Clock wiring as the flow saved it:
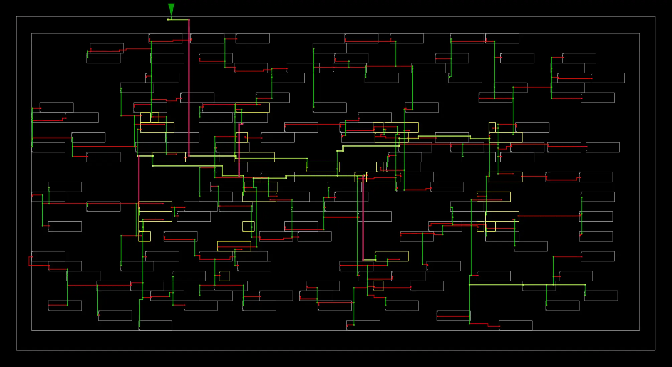
Routed clock nets over the placement:
Scale bar: 50 um.
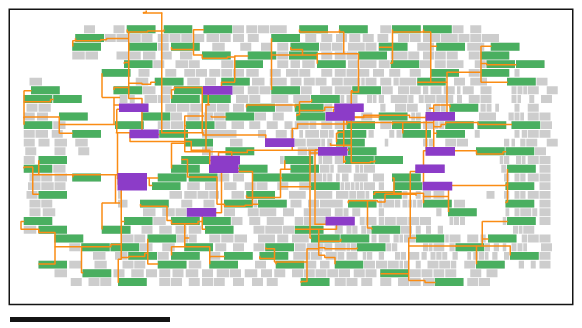
Cell classes on the final placement:
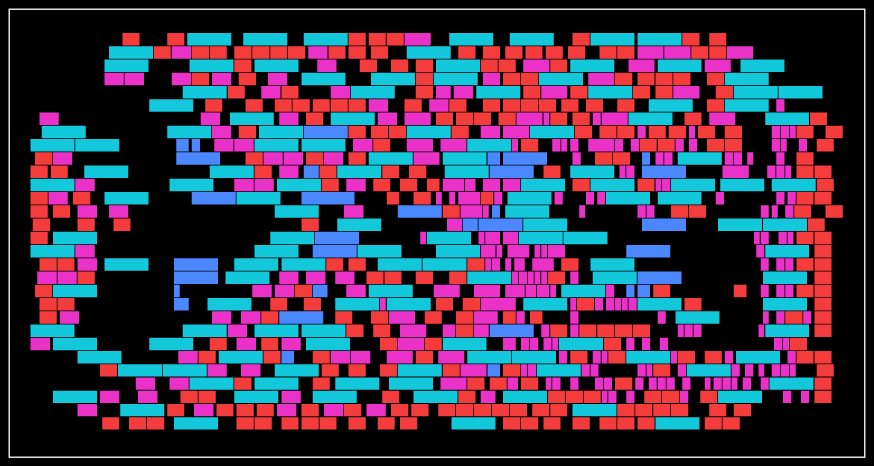
Gate families picked out:
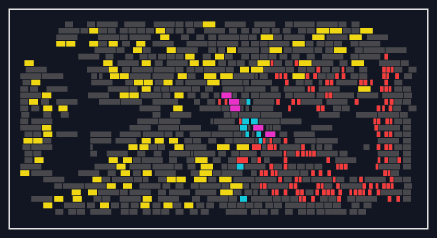
<file path="src/rtl/mem_arbiter.sv">
// Two-port memory arbiter: shares one memory port between an instruction
// fetch requester (I) and a data requester (D). D has priority, but after
// STARVE_MAX consecutive D grants with a fetch waiting, I is forced through.
module mem_arbiter #(
  parameter int STARVE_MAX = 4
) (
  input  logic        clk,
  input  logic        reset,
  input  logic        i_req,
  input  logic [31:0] i_addr,
  output logic        i_ready,
  output logic [31:0] i_rdata,
  input  logic        d_req,
  input  logic        d_we,
  input  logic [2:0]  d_size,
  input  logic [31:0] d_addr,
  input  logic [31:0] d_wdata,
  output logic        d_ready,
  output logic [31:0] d_rdata,
  output logic        m_req,
  output logic        m_we,
  output logic [2:0]  m_size,
  output logic [31:0] m_addr,
  output logic [31:0] m_wdata,
  input  logic        m_ack,
  input  logic [31:0] m_rdata,
  output logic        busy
);

  typedef enum logic [1:0] {
    IDLE = 2'd0,
    IGNT = 2'd1,
    DGNT = 2'd2
  } state_t;

  localparam logic [2:0] STARVE_LIM = 3'(STARVE_MAX);
  localparam logic [2:0] SIZE_WORD  = 3'b010;

  state_t     state;
  state_t     next_state;
  logic [2:0] starve_cnt;
  logic       i_live;
  logic       d_live;
  logic       grant_i;
  logic       grant_d;

  // A requester still showing its ready pulse has just been served, so it is
  // kept out of arbitration for that cycle; D wins ties unless I is starved.
  always_comb begin
    i_live     = i_req & ~i_ready;
    d_live     = d_req & ~d_ready;
    grant_i    = 1'b0;
    grant_d    = 1'b0;
    next_state = state;
    case (state)
      IDLE: begin
        if (i_live && (!d_live || starve_cnt == STARVE_LIM)) begin
          grant_i    = 1'b1;
          next_state = IGNT;
        end else if (d_live) begin
          grant_d    = 1'b1;
          next_state = DGNT;
        end
      end
      IGNT:    if (m_ack) next_state = IDLE;
      DGNT:    if (m_ack) next_state = IDLE;
      default: next_state = IDLE;
    endcase
  end

  // State register.
  always_ff @(posedge clk or posedge reset) begin
    if (reset) state <= IDLE;
    else       state <= next_state;
  end

  // Capture the winning request into the memory-side registers at grant time
  // so the memory sees fields that cannot change mid-transaction.
  always_ff @(posedge clk or posedge reset) begin
    if (reset) begin
      m_we    <= 1'b0;
      m_size  <= 3'b000;
      m_addr  <= 32'h0;
      m_wdata <= 32'h0;
    end else if (grant_i) begin
      m_we    <= 1'b0;
      m_size  <= SIZE_WORD;
      m_addr  <= i_addr;
    end else if (grant_d) begin
      m_we    <= d_we;
      m_size  <= d_size;
      m_addr  <= d_addr;
      m_wdata <= d_wdata;
    end
  end

  // Count D grants that overtook a waiting fetch; any other grant resets it.
  always_ff @(posedge clk or posedge reset) begin
    if (reset) begin
      starve_cnt <= 3'd0;
    end else if (grant_i) begin
      starve_cnt <= 3'd0;
    end else if (grant_d) begin
      if (!i_live)                      starve_cnt <= 3'd0;
      else if (starve_cnt != STARVE_LIM) starve_cnt <= starve_cnt + 3'd1;
    end
  end

  // Completion: route memory read data to the granted port and pulse its ready.
  always_ff @(posedge clk or posedge reset) begin
    if (reset) begin
      i_ready <= 1'b0;
      d_ready <= 1'b0;
      i_rdata <= 32'h0;
      d_rdata <= 32'h0;
    end else begin
      i_ready <= (state == IGNT) && m_ack;
      d_ready <= (state == DGNT) && m_ack;
      if ((state == IGNT) && m_ack) i_rdata <= m_rdata;
      if ((state == DGNT) && m_ack) d_rdata <= m_rdata;
    end
  end

  assign m_req = (state != IDLE);
  assign busy  = (state != IDLE);

endmodule

</file>
<file path="config.mk">
export PLATFORM = sky130hd
export DESIGN_NAME = mem_arbiter
export DESIGN_NICKNAME = d
export VERILOG_FILES = /design/src/rtl/mem_arbiter.sv
export SDC_FILE = /design/constraint.sdc
export NUM_CORES = 1
export LEC_CHECK = 0
export CAP_MARGIN = 10
export CORE_ASPECT_RATIO = 0.5
export CORE_MARGIN = 4
export CORE_UTILIZATION = 41
export DETAILED_ROUTE_END_ITERATION = 7
export PLACE_DENSITY = 0.91
export SYNTH_ARGS = -nofsm -noshare
export SYNTH_HDL_FRONTEND = slang
export SYNTH_SLANG_ARGS = --single-unit
</file>
<file path="constraint.sdc">
create_clock -name clk -period 5.88 [get_ports clk]
set_input_delay 0.588 -clock clk [delete_from_list [all_inputs] [get_ports clk]]
set_output_delay 0.588 -clock clk [all_outputs]
set_load 0.01 [all_outputs]
</file>
==> results.tsv <==
stage	metric	value	unit
critical_path	crit_start	state[1]	
die	die_h	91.7	um
logic_synthesis	compound_area_share	2.05	%
logic_synthesis	yosysUniqueCellTypes	30	
die	die_area	16100	um2
pwr	p_per_area	551	nW/um2
pwr	leakage	0.00400	uW
critical_path	crit_family	buffers and inverters	
logic_synthesis	synthesis.nets	576	
global_route	grt_pass1_wl	27400	um
final_timing	maxSlewHeadroom	16.7	%
critical_path	worst-r2r-setup-slack	3.16	ns
route	drc_errors	0	
route	drt-initial-drc-count	174	
logic_synthesis	synthTopLogicFamily	multiplexers	
final_timing	finalSetupViolCount	0	
logic_synthesis	yosys_warnings	0	
finish	fin_area	9150	um2
place	dp.cells	876	
place	place_area	8600	um2
route	wire_per_inst	19.3	um
status	status	finished, final reports clean	
min_path	min_from	m_addr[8]	
critical_path	cp.buffers_inverters	4	
final_timing	period_needed	2.75	ns
global_route	grt_max_degree	102	
critical_path	critPathCaptureType	output port	
## Picture notes: 'clock wiring as the flow saved it'
Clock buffer cells: 18
Seq cells: 139

## Picture notes: 'routed clock nets over the placement'
[green] flip-flops | count: 139
[purple] clock drivers | count: 17
[orange] clock wires | length: 1800 um
routed clock nets: 18

## Picture notes: 'cell classes on the final placement'
[red] other buffers and delay cells | cells: 278 | share of their area: 31%
[magenta] combinational and other logic | cells: 267 | share of their area: 24%
[cyan] flops | cells: 139 | share of their area: 39%
[blue] clock drivers and dummy loads | cells: 32 | share of their area: 6.2%

## Picture notes: 'gate families picked out'
[magenta] adder and majority cells | cells: 5 | most used: ha_1 | where: center
[yellow] multiplexers | cells: 96 | most used: mux2_2 | where: spread over the die
[cyan] inverting AOI/OAI gates | cells: 9 | where: center
[red] NAND gates | cells: 134 | most used: nand3_1

## final cells by class
type                       instances  area [um2]  share of cell area (%)
tap                              192         240                    2.63
clock inverter                    14         123                    1.34
timing repair buffer             278        2770                    30.2
clock buffer                      18         429                    4.69
sequential                       139        3480                    38.0
multi-input combinational        258        2070                    22.7
inverter                           9        38.8                   0.424
## per-layer routing
metal  up-vias  track usage [%]  share of wire [%]
li1       2066                -                  -
met1      2315             24.0                 38
met2       116             41.1                 56
met3        24             4.12                3.8
met4         0             6.81                1.9
met5         -                0                  0
## power by group through the flow
stage                     Sequential, uW  Combinational [uW]  Clock (uW)
after floorplan                     1870                 918           0
after global placement              1660                2290           0
after detailed placement            1690                2360           0
after CTS                           1690                2380        1020
after global routing                1750                2490        1060
final                               1690                2350        1010
Power and IR drop assume default switching activity.
